<file path="config.mk">
export PLATFORM = sky130hd
export DESIGN_NAME = reflet_vga_rect_fill_flat
export DESIGN_NICKNAME = d
export VERILOG_FILES = /design/src/rtl/reflet_vga_rect_fill_pkg.sv /design/src/rtl/reflet_vga_rect_fill_if.sv /design/src/rtl/reflet_vga_rect_fill_raster_counter.sv /design/src/rtl/reflet_vga_rect_fill.sv /design/src/flat_wrapper.sv
export SDC_FILE = /design/constraint.sdc
export NUM_CORES = 1
export LEC_CHECK = 0
export CORE_ASPECT_RATIO = 1.75
export CORE_MARGIN = 4
export CORE_UTILIZATION = 40
export DETAILED_ROUTE_END_ITERATION = 7
export GPL_ROUTABILITY_DRIVEN = 0
export HOLD_SLACK_MARGIN = 0.15
export PLACE_DENSITY = 0.71
export SLEW_MARGIN = 20
export SYNTH_ARGS = -nofsm -noshare
export SYNTH_HDL_FRONTEND = slang
export SYNTH_HIERARCHICAL = 1
export SYNTH_SLANG_ARGS = --single-unit
</file>
<file path="constraint.sdc">
create_clock -name clk -period 2.12 [get_ports clk]
set_input_delay 0.424 -clock clk [delete_from_list [all_inputs] [get_ports clk]]
set_output_delay 0.424 -clock clk [all_outputs]
set_load 0.03 [all_outputs]
</file>
<file path="src/rtl/reflet_vga_rect_fill_pkg.sv">
// Shared types and size helpers for the rectangle-fill engine and its raster counter.
// Widths and grid limits are derived from display size and downscale factor.
package reflet_vga_rect_fill_pkg;

  typedef enum logic [1:0] {
    StIdle = 2'd0,
    StFill = 2'd1,
    StDone = 2'd2
  } fill_state_e;

  function automatic int unsigned calc_hw(input int unsigned h_size, input int unsigned bit_red);
    return $clog2(h_size) - bit_red;
  endfunction

  function automatic int unsigned calc_vw(input int unsigned v_line, input int unsigned bit_red);
    return $clog2(v_line) - bit_red;
  endfunction

  function automatic int unsigned calc_hmax(input int unsigned h_size, input int unsigned bit_red);
    return (h_size >> bit_red) - 1;
  endfunction

  function automatic int unsigned calc_vmax(input int unsigned v_line, input int unsigned bit_red);
    return (v_line >> bit_red) - 1;
  endfunction

  localparam int unsigned HMaxDefault = calc_hmax(640, 0);
  localparam int unsigned VMaxDefault = calc_vmax(480, 0);

endpackage

</file>
<file path="src/rtl/reflet_vga_rect_fill_if.sv">
// Command side and bitmap write port of the rectangle-fill engine.
interface reflet_vga_rect_fill_if #(
  parameter int unsigned HSize        = 640,
  parameter int unsigned VLine        = 480,
  parameter int unsigned ColorDepth   = 8,
  parameter int unsigned BitReduction = 0
);
  localparam int unsigned Hw = reflet_vga_rect_fill_pkg::calc_hw(HSize, BitReduction);
  localparam int unsigned Vw = reflet_vga_rect_fill_pkg::calc_vw(VLine, BitReduction);

  logic                  start;
  logic                  abort;
  logic [Hw-1:0]         x0;
  logic [Hw-1:0]         x1;
  logic [Vw-1:0]         y0;
  logic [Vw-1:0]         y1;
  logic [ColorDepth-1:0] r_fill;
  logic [ColorDepth-1:0] g_fill;
  logic [ColorDepth-1:0] b_fill;
  logic [ColorDepth-1:0] a_fill;
  logic                  write_grant;
  logic                  busy;
  logic                  done;
  logic                  write_en;
  logic [Hw-1:0]         h_pixel_in;
  logic [Vw-1:0]         v_pixel_in;
  logic [ColorDepth-1:0] r_in;
  logic [ColorDepth-1:0] g_in;
  logic [ColorDepth-1:0] b_in;
  logic [ColorDepth-1:0] a_in;

  modport slave (
    input  start, abort, x0, x1, y0, y1, r_fill, g_fill, b_fill, a_fill, write_grant,
    output busy, done, write_en, h_pixel_in, v_pixel_in, r_in, g_in, b_in, a_in
  );

  modport master (
    output start, abort, x0, x1, y0, y1, r_fill, g_fill, b_fill, a_fill, write_grant,
    input  busy, done, write_en, h_pixel_in, v_pixel_in, r_in, g_in, b_in, a_in
  );

endinterface

</file>
<file path="src/rtl/reflet_vga_rect_fill_raster_counter.sv">
// Raster-order x/y counter over an inclusive box; loads bounds, advances one pixel per
// request and flags the last pixel. Holds at the last pixel instead of wrapping.
module reflet_vga_rect_fill_raster_counter #(
  parameter int unsigned Hw = 10,
  parameter int unsigned Vw = 9
) (
  input  logic          clk,
  input  logic          reset,
  input  logic          load_i,
  input  logic          advance_i,
  input  logic [Hw-1:0] xmin_i,
  input  logic [Hw-1:0] xmax_i,
  input  logic [Vw-1:0] ymin_i,
  input  logic [Vw-1:0] ymax_i,
  output logic [Hw-1:0] x_o,
  output logic [Vw-1:0] y_o,
  output logic          last_o
);

  logic [Hw-1:0] x_q, x_d, xmin_q, xmin_d, xmax_q, xmax_d;
  logic [Vw-1:0] y_q, y_d, ymax_q, ymax_d;

  assign last_o = (x_q == xmax_q) && (y_q == ymax_q);
  assign x_o    = x_q;
  assign y_o    = y_q;

  always_comb begin
    x_d    = x_q;
    y_d    = y_q;
    xmin_d = xmin_q;
    xmax_d = xmax_q;
    ymax_d = ymax_q;
    if (load_i) begin
      x_d    = xmin_i;
      y_d    = ymin_i;
      xmin_d = xmin_i;
      xmax_d = xmax_i;
      ymax_d = ymax_i;
    end else if (advance_i && !last_o) begin
      if (x_q < xmax_q) begin
        x_d = x_q + 1'b1;
      end else begin
        x_d = xmin_q;
        y_d = y_q + 1'b1;
      end
    end
  end

  always_ff @(posedge clk or negedge reset) begin
    if (!reset) begin
      x_q    <= '0;
      y_q    <= '0;
      xmin_q <= '0;
      xmax_q <= '0;
      ymax_q <= '0;
    end else begin
      x_q    <= x_d;
      y_q    <= y_d;
      xmin_q <= xmin_d;
      xmax_q <= xmax_d;
      ymax_q <= ymax_d;
    end
  end

endmodule

</file>
<file path="src/rtl/reflet_vga_rect_fill.sv">
// Rectangle-fill engine: sorts and clips two corners, then writes one pixel of a latched
// colour per granted cycle in raster order onto the bitmap write port.
module reflet_vga_rect_fill
  import reflet_vga_rect_fill_pkg::*;
#(
  parameter int unsigned HSize        = 640,
  parameter int unsigned VLine        = 480,
  parameter int unsigned ColorDepth   = 8,
  parameter int unsigned BitReduction = 0
) (
  input logic                  clk,
  input logic                  reset,
  reflet_vga_rect_fill_if.slave bus
);

  localparam int unsigned Hw = calc_hw(HSize, BitReduction);
  localparam int unsigned Vw = calc_vw(VLine, BitReduction);
  localparam logic [Hw-1:0] HMax = Hw'(calc_hmax(HSize, BitReduction));
  localparam logic [Vw-1:0] VMax = Vw'(calc_vmax(VLine, BitReduction));
  localparam int unsigned Cw = 4 * ColorDepth;

  fill_state_e   state_q, state_d;
  logic [Cw-1:0] colour_q, colour_d;
  logic [Hw-1:0] xlo, xhi, x;
  logic [Vw-1:0] ylo, yhi, y;
  logic          load, advance, last;

  // Corner sort and clip; only consumed on the start cycle.
  always_comb begin
    xlo = (bus.x0 < bus.x1) ? bus.x0 : bus.x1;
    xhi = (bus.x0 < bus.x1) ? bus.x1 : bus.x0;
    ylo = (bus.y0 < bus.y1) ? bus.y0 : bus.y1;
    yhi = (bus.y0 < bus.y1) ? bus.y1 : bus.y0;
    if (xlo > HMax) xlo = HMax;
    if (xhi > HMax) xhi = HMax;
    if (ylo > VMax) ylo = VMax;
    if (yhi > VMax) yhi = VMax;
  end

  always_comb begin
    state_d  = state_q;
    colour_d = colour_q;
    load     = 1'b0;
    advance  = 1'b0;
    unique case (state_q)
      StIdle: begin
        if (bus.start) begin
          load     = 1'b1;
          colour_d = {bus.r_fill, bus.g_fill, bus.b_fill, bus.a_fill};
          state_d  = StFill;
        end
      end
      StFill: begin
        advance = bus.write_grant;
        // Abort beats completion even when the last pixel is written this cycle.
        if (bus.abort) begin
          state_d = StIdle;
        end else if (bus.write_grant && last) begin
          state_d = StDone;
        end
      end
      StDone:  state_d = StIdle;
      default: state_d = StIdle;
    endcase
  end

  always_ff @(posedge clk or negedge reset) begin
    if (!reset) begin
      state_q  <= StIdle;
      colour_q <= '0;
    end else begin
      state_q  <= state_d;
      colour_q <= colour_d;
    end
  end

  reflet_vga_rect_fill_raster_counter #(
    .Hw(Hw),
    .Vw(Vw)
  ) u_counter (
    .clk      (clk),
    .reset    (reset),
    .load_i   (load),
    .advance_i(advance),
    .xmin_i   (xlo),
    .xmax_i   (xhi),
    .ymin_i   (ylo),
    .ymax_i   (yhi),
    .x_o      (x),
    .y_o      (y),
    .last_o   (last)
  );

  assign bus.busy       = (state_q == StFill);
  assign bus.done       = (state_q == StDone);
  assign bus.write_en   = (state_q == StFill) && bus.write_grant;
  assign bus.h_pixel_in = x;
  assign bus.v_pixel_in = y;
  assign bus.r_in       = colour_q[4*ColorDepth-1:3*ColorDepth];
  assign bus.g_in       = colour_q[3*ColorDepth-1:2*ColorDepth];
  assign bus.b_in       = colour_q[2*ColorDepth-1:ColorDepth];
  assign bus.a_in       = colour_q[ColorDepth-1:0];

endmodule

</file>
<file path="src/flat_wrapper.sv">
// flat-port wrapper written by rule: the top's interface ports become plain ports
module reflet_vga_rect_fill_flat import reflet_vga_rect_fill_pkg::*;
#(
  parameter int unsigned HSize        = 640,
  parameter int unsigned VLine        = 480,
  parameter int unsigned ColorDepth   = 8,
  parameter int unsigned BitReduction = 0
)
  (clk, reset, bus_start, bus_abort, bus_x0, bus_x1, bus_y0, bus_y1, bus_r_fill, bus_g_fill, bus_b_fill, bus_a_fill, bus_write_grant, bus_busy, bus_done, bus_write_en, bus_h_pixel_in, bus_v_pixel_in, bus_r_in, bus_g_in, bus_b_in, bus_a_in);
  reflet_vga_rect_fill_if #(.HSize(HSize), .VLine(VLine), .ColorDepth(ColorDepth), .BitReduction(BitReduction)) bus_i ();
  input logic clk;
  input logic reset;
  input wire logic [$bits(bus_i.start)-1:0] bus_start;
  input wire logic [$bits(bus_i.abort)-1:0] bus_abort;
  input wire logic [$bits(bus_i.x0)-1:0] bus_x0;
  input wire logic [$bits(bus_i.x1)-1:0] bus_x1;
  input wire logic [$bits(bus_i.y0)-1:0] bus_y0;
  input wire logic [$bits(bus_i.y1)-1:0] bus_y1;
  input wire logic [$bits(bus_i.r_fill)-1:0] bus_r_fill;
  input wire logic [$bits(bus_i.g_fill)-1:0] bus_g_fill;
  input wire logic [$bits(bus_i.b_fill)-1:0] bus_b_fill;
  input wire logic [$bits(bus_i.a_fill)-1:0] bus_a_fill;
  input wire logic [$bits(bus_i.write_grant)-1:0] bus_write_grant;
  output wire logic [$bits(bus_i.busy)-1:0] bus_busy;
  output wire logic [$bits(bus_i.done)-1:0] bus_done;
  output wire logic [$bits(bus_i.write_en)-1:0] bus_write_en;
  output wire logic [$bits(bus_i.h_pixel_in)-1:0] bus_h_pixel_in;
  output wire logic [$bits(bus_i.v_pixel_in)-1:0] bus_v_pixel_in;
  output wire logic [$bits(bus_i.r_in)-1:0] bus_r_in;
  output wire logic [$bits(bus_i.g_in)-1:0] bus_g_in;
  output wire logic [$bits(bus_i.b_in)-1:0] bus_b_in;
  output wire logic [$bits(bus_i.a_in)-1:0] bus_a_in;
  assign bus_i.start = bus_start;
  assign bus_i.abort = bus_abort;
  assign bus_i.x0 = bus_x0;
  assign bus_i.x1 = bus_x1;
  assign bus_i.y0 = bus_y0;
  assign bus_i.y1 = bus_y1;
  assign bus_i.r_fill = bus_r_fill;
  assign bus_i.g_fill = bus_g_fill;
  assign bus_i.b_fill = bus_b_fill;
  assign bus_i.a_fill = bus_a_fill;
  assign bus_i.write_grant = bus_write_grant;
  assign bus_busy = bus_i.busy;
  assign bus_done = bus_i.done;
  assign bus_write_en = bus_i.write_en;
  assign bus_h_pixel_in = bus_i.h_pixel_in;
  assign bus_v_pixel_in = bus_i.v_pixel_in;
  assign bus_r_in = bus_i.r_in;
  assign bus_g_in = bus_i.g_in;
  assign bus_b_in = bus_i.b_in;
  assign bus_a_in = bus_i.a_in;
  reflet_vga_rect_fill #(.HSize(HSize), .VLine(VLine), .ColorDepth(ColorDepth), .BitReduction(BitReduction)) u_core (.clk(clk), .reset(reset), .bus(bus_i));
endmodule
</file>
==> results.txt, run 1 <==
yosys + openroad results -> vias in the first global route 4641, max FFs per register 32, 1st-pass router iterations 4, # DRC 0, Die W 92.0 um, Top cells by area dfrtp_1, mux2_2, ha_1, total track usage 0.196, cell area power density 1060 mW/mm^2, Non-clk invs 38, first-pass GRT wire length 22200 um, Max power group combinational cells, Slowest cell on crit path dfrtp_2, final hold vios 0, P_clk 0.00165 W, worst hold path endpoint u_core/colour_q[5], Top reg by flops u_core/colour_q, worst setup slack after layout -0.0738 ns, Finished Core Util 0.646, CP cell instances ha_4 -> nand4_1 -> buf_4 -> a211oi_2 -> a2111o_1 -> buf_4 -> nand3_2 -> xnor2_1 -> mux2_2, Post-synth regs 82, Yosys chip area 0.00493 mm^2, Synth Net Count 582, routed vias/inst 4.99, Synth top area share 0.416, combinational power 0.00428 W, status finished, violations left, post-CTS sizing 75, crit path DAT 2.41 ns, P&R area growth vs syn 58.0%, Switch Pwr 0.00315 W, worst reg-to-reg path cell count 9, mi-comb count 338, Rows 53, post-route cell area 0.00780 mm^2, min-delay worst type flop to flop, LEAKAGE 3.47 nW, combinational power share 0.518, max cap viols 0, share of layout cells above drive strength 1 0.332, yosys aoi share 0.0979, Tapcells 165, final worst-path cycle share 1.03, WL/cell 16.5 um, RR Startpoint u_core/u_counter/x_o[3], DR iter-0 viols 149, CP max stage delay 0.43 ns, multi-input combinational area share 0.393, max frequency 456 MHz, P_seq 0.00234 W, Post-CTS Hold Fix Bufs 1, number of clock buffers in the layout 11, critical path data required time 2.33 ns, Reg clk slew, reported paths 0.06 ns, Yosys warnings 6, RSZ-0062 raised after global routing true, Worst Hold Launch u_core/colour_q[5], hpwl dp 10500 um, Die Size 0.0142 mm^2, clock root buffer clkbuf_16, top cell category combinational gates, CP Depth 9, clk tree area frac 0.0401, Synth Flop Type dfrtp_1, Setup crit end u_core/u_counter/y_o[7], Port Buffers 128, seq_cells 82, post-CTS setup buffer count 9, final setup violation count 9, Clock Skew 0.0113 ns, violated checks negative setup slack, drt total wl 14000 um, reg-to-reg slack, setup -0.07 ns, Top logic family multiplexers, Logic area 0.00307 mm^2, Slew Limit Fails 0, xor/xnor share of the synthesized area 0.0426, dominant logic cell types in the final layout clkdlybuf4s50_1, dfrtp_1, buf_4, mux2_2, nor2_1
==> run 1: layer usage <==
| layer | vias to the layer above | wire (um) | GRT usage |
|---|---|---|---|
| li1 | 2070 | - | - |
| met1 | 2041 | 4960 | 0.194 |
| met2 | 102 | 8250 | 0.398 |
| met3 | 22 | 402 | 0.0276 |
| met4 | 0 | 352 | 0.0716 |
| met5 | - | 0 | 0 |
==> run 1: per-stage QoR <==
step	total power (W)	cells	setup WS, ns
5_1_grt	0.00871	848	-0.183
2_1_floorplan	0.00470	478	-0.00893
3_3_place_gp	0.00622	821	-0.502
4_1_cts	0.00824	848	-0.0809
3_5_place_dp	0.00632	821	-0.526
6_report	0.00827	848	-0.0738
### A small window of the routed layout, run 1

Window x 21 to 71, y 83 to 133 um. Cells in gray, sequential cells in the stronger gray; small squares are vias.
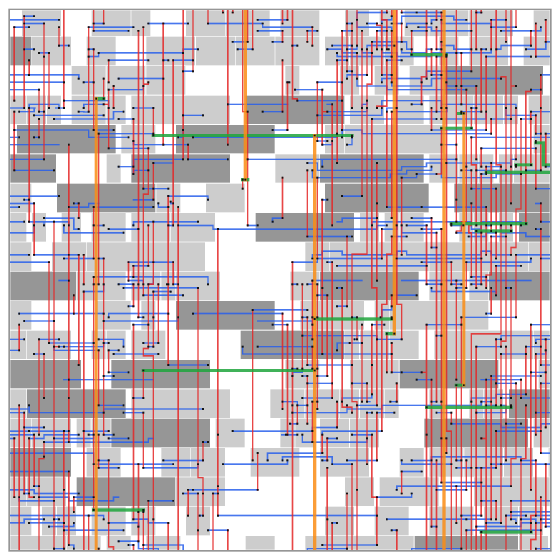
legend:
  met1:
    color: blue
  met4:
    color: orange
  met3:
    color: green
  met2:
    color: red
most frequent: dfrtp_1 (19), buf_4 (13), nand2_1 (13)
cells with their middle in the window: 162
netlist names of flops here include: u_core/u_counter/y_o (6), u_core/u_counter/xmax_q (5), u_core/u_counter/x_o (4)
sequential cells in the window: 23

### Cell sizes after repair, run 1

Drawn at 2 px/um.
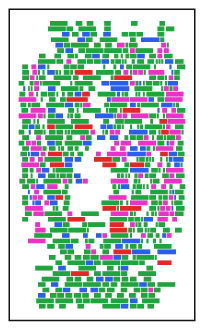
legend:
  drive 2:
    color: blue
    cells: 97
  drive 3 to 4:
    color: magenta
    cells: 106
  drive 1 or less:
    color: green
    cells: 456
  drive 6 and up:
    color: red
    cells: 24

### Placement view, run 1

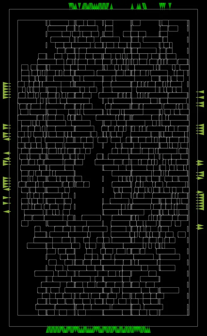
fillcell total: 956
CORE AREA: 0.0121 mm^2
final non-filler cell total: 848

==> run 2: changes to the inputs <==
SLEW_MARGIN = default   (was 20)
### Routed metal per tile, run 2

Drawn at 3 px/um. The die is cut into 18 by 31 equal tiles; dark purple is low, yellow is high, scaled to the fullest tile. Values are wire area over tile area, all layers added.
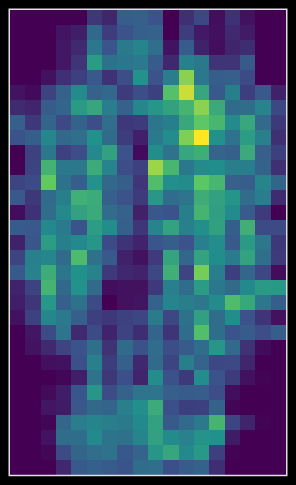
mean over tiles: 0.15
tiles over half the peak: 14%
nearly empty tiles: 14%
fullest tile: 0.54
densest ninth of the die: middle right

### Placement view, run 2

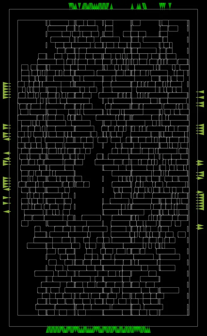
seq_cells: 82
Finished Core Util: 0.646

==> run 2 against run 1 <==
Net effect:
- the run still ends with negative setup slack left
- core utilization is the same
- synthesized cell count is the same
- power is the same
- worst setup slack is the same
- die size is the same
- clock power is essentially flat
- highest routed layer unchanged
- flip-flop count is the same
==> results.txt, run 2 <==
yosys + openroad results -> metal1 wirelength 4960 um (unchanged), met3 wire len 402 um (unchanged), status finished, violations left, P_seq 0.00234 W (about the same), clock root buffer clkbuf_16, final worst-path cycle share 1.03 (unchanged), Synth Net Count 582 (unchanged), xor/xnor share of the synthesized area 0.0426 (unchanged), DR iter-0 viols 149 (unchanged), dominant logic cell types in the final layout clkdlybuf4s50_1, dfrtp_1, buf_4, mux2_2, nor2_1, routed vias/inst 4.99 (unchanged), Logic area 0.00307 mm^2 (unchanged), combinational power share 0.518 (about the same), # DRC 0 (unchanged), Non-clk invs 38 (unchanged), routing usage on met1 0.194 (unchanged), post-CTS setup buffer count 9 (unchanged), number of clock buffers in the layout 11 (unchanged), LEAKAGE 3.47 nW (unchanged), 1st-pass router iterations 4 (unchanged), Slew Limit Fails 0 (unchanged), hpwl dp 10500 um (unchanged), post-CTS sizing 75 (unchanged), P_clk 0.00165 W (about the same), crit path DAT 2.41 ns (about the same), final hold vios 0 (unchanged), violated checks negative setup slack, cell area power density 1060 mW/mm^2 (unchanged), Clock Skew 0.0113 ns (unchanged), Die Size 0.0142 mm^2 (unchanged), yosys aoi share 0.0979 (unchanged), vias in the first global route 4641 (unchanged), Top cells by area dfrtp_1, mux2_2, ha_1, Synth Flop Type dfrtp_1, CP cell instances ha_4 -> nand4_1 -> buf_4 -> a211oi_2 -> a2111o_1 -> buf_4 -> nand3_2 -> xnor2_1 -> mux2_2, Total Power 0.00827 W (unchanged), Rows 53 (unchanged), Top logic family multiplexers, critical path data required time 2.33 ns (about the same), min-delay worst type flop to flop, max FFs per register 32 (unchanged), worst setup slack after layout -0.0738 ns (unchanged), max cap viols 0 (unchanged), Reg clk slew, reported paths 0.06 ns (about the same), final non-filler cell total 848 (unchanged), WL/cell 16.5 um (unchanged), top cell category combinational gates, final setup violation count 9 (unchanged), CP max stage delay 0.43 ns (about the same)
### Cell sizes after repair, run 2

Drawn at 2 px/um.
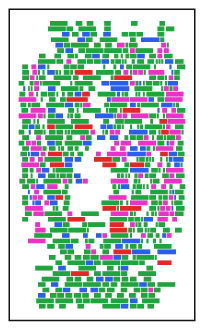
legend:
  drive 3 to 4:
    color: magenta
    cells: 106
  drive 6 and up:
    color: red
    cells: 24
  drive 2:
    color: blue
    cells: 97
  drive 1 or less:
    color: green
    cells: 456

==> run 2: cell counts after synthesis <==
No cell type changed its count.
==> run 2: path summary, 6_finish.rpt <==
kind | start | end | slack, ns | depth (start not counted)
worst min register to register | u_core/colour_q[5] | u_core/colour_q[5] | 0.50 | 1
worst max-delay path | u_core/u_counter/x_o[3] | u_core/u_counter/y_o[7] | -0.07 | 9
max in group asynchronous | reset | u_core/u_counter/ymax_q[7] | 0.84 | 3
worst max register to register | u_core/u_counter/x_o[3] | u_core/u_counter/y_o[7] | -0.07 | 9
min in group asynchronous | reset | u_core/u_counter/x_o[8] | 0.61 | 2
worst min-delay path | u_core/colour_q[5] | u_core/colour_q[5] | 0.50 | 1
==> run 3: changes to the inputs <==
CAP_MARGIN = 20   (was default)
REMOVE_ABC_BUFFERS = 1   (was default)
SKIP_CTS_REPAIR_TIMING = 1   (was default)
### A small window of the routed layout, run 3

Window x 21 to 71, y 83 to 133 um. Cells in gray, sequential cells in the stronger gray; small squares are vias.
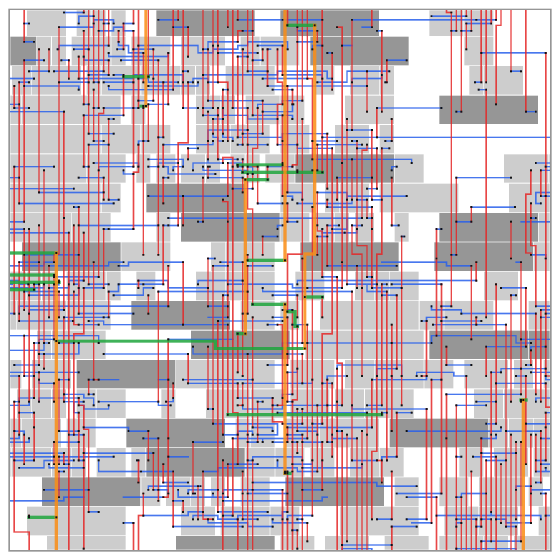
legend:
  met1:
    color: blue
  met2:
    color: red
  met4:
    color: orange
  met3:
    color: green
most frequent: buf_4 (22), dfrtp_1 (20), nor2_1 (15)
netlist names of flops here include: u_core/u_counter/x_o (5), u_core/u_counter/xmax_q (5), u_core/u_counter/xmin_q (5)
sequential cells in the window: 20
cells with their middle in the window: 176

### Routed metal per tile, run 3

Drawn at 3 px/um. The die is cut into 18 by 31 equal tiles; dark purple is low, yellow is high, scaled to the fullest tile. Values are wire area over tile area, all layers added.
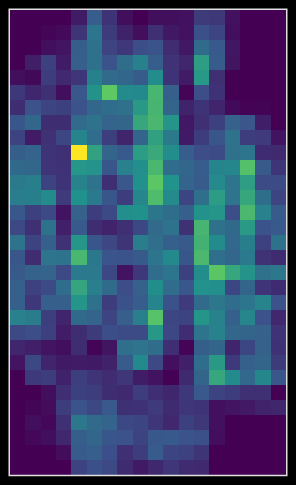
total track usage: 0.186
WL/cell: 16.1 um
via count: 4322
drt total wl: 13700 um

==> run 3 against run 2 <==
Net effect:
- the flow still finishes with violations (negative setup slack)
- combinational power about the same
- worst hold slack got worse by 0.011 ns
- via count is 2.1% higher
- register-to-register slack worse by 0.08 ns
- synthesized cell count unchanged
- global-route usage fell by 0.91 points
- non-clock buffer count up 1
==> results.txt, run 3 <==
yosys + openroad results -> status finished, violations left, violated checks negative setup slack, met3 wire len 592 um (+47%), crit path from u_core/u_counter/x_o[5], final setup violation count 13 (+4), critical path data required time 2.35 ns (+0.02 ns), Logic area 0.00293 mm^2 (-4.4%), Finished Core Util 0.640 (-0.00560), Rows 53 (unchanged), Synth top cell by count dfrtp_1, 1st-pass router iterations 4 (unchanged), vias in the first global route 4546 (-2.0%), hpwl dp 10200 um (-3.2%), reg-to-reg slack, setup -0.15 ns (-0.08 ns), worst flop-to-flop path endpoint u_core/u_counter/x_o[1], Clock Skew 0.00741 ns (-0.00385 ns), yosys aoi share 0.0979 (unchanged), max cap viols 0 (unchanged), Die Size 0.0142 mm^2 (unchanged), clock root buffer clkbuf_16, routing usage on met1 0.189 (-0.00560), Total Power 0.00833 W (+0.77%), combinational power share 0.516 (-0.002), final non-filler cell total 850 (+0.24%), Top cells by area dfrtp_1, mux2_2, ha_1, Reg clk slew, reported paths 0.06 ns (about the same), # DRC 0 (unchanged), Top logic family multiplexers, final hold vios 0 (unchanged), worst setup slack after layout -0.149 ns (-0.0754 ns), routed vias/inst 5.08 (+1.8%), hold depth 1 (unchanged), Synth Flop Type dfrtp_1, final worst-path cycle share 1.07 (+0.0356), DR iter-0 viols 202 (+36%), min-delay worst type flop to flop, worst hold path endpoint u_core/colour_q[4], xor/xnor share of the synthesized area 0.0426 (unchanged), dominant logic cell types in the final layout clkdlybuf4s50_1, dfrtp_1, buf_4, nor2_1, mux2_2, Setup crit end u_core/u_counter/x_o[1], metal1 wirelength 4950 um (-0.36%), LEAKAGE 3.62 nW (+4.4%)
### Power grid, run 3

Drawn at 4 px/um. Pins as bars on the die edge.
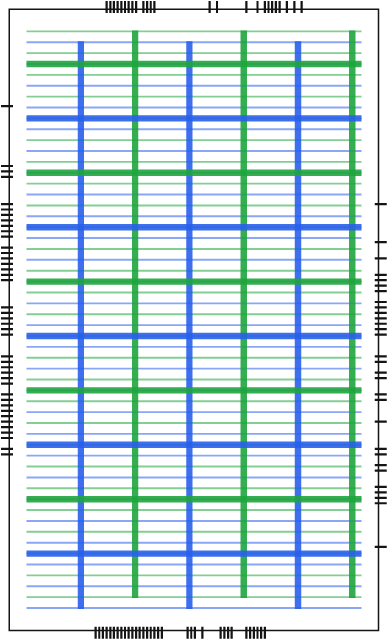
legend:
  VSS:
    color: blue
  VDD:
    color: green
signal pins: 129
rows: 53

==> run 3: final cells by class <==
cell class                      count  share of cell area
Multi-Input combinational cell    339               0.379
Clock buffer                       11              0.0301
Tap cell                          165              0.0267
Clock inverter                      5              0.0133
Sequential cell                    82               0.265
Timing Repair Buffer              210               0.267
Inverter                           38              0.0185
==> run 3: power by group through the flow <==
stage                     Sequential, W  Clock, W  Combinational (W)
after global routing            0.00231   0.00188            0.00461
after global placement          0.00225         0            0.00396
final                           0.00226   0.00178            0.00430
after CTS                       0.00225   0.00182            0.00407
after detailed placement        0.00228         0            0.00404
after floorplan                 0.00292         0            0.00156
==> run 3: logic make-up after synthesis <==
kind of cell / count (synthesis)
simple gates: 126
flops: 82
compound gates: 72
mux: 87
fa+ha+maj: 29
buf+inv: 58
xor+xnor: 24
Power and IR drop assume default switching activity.
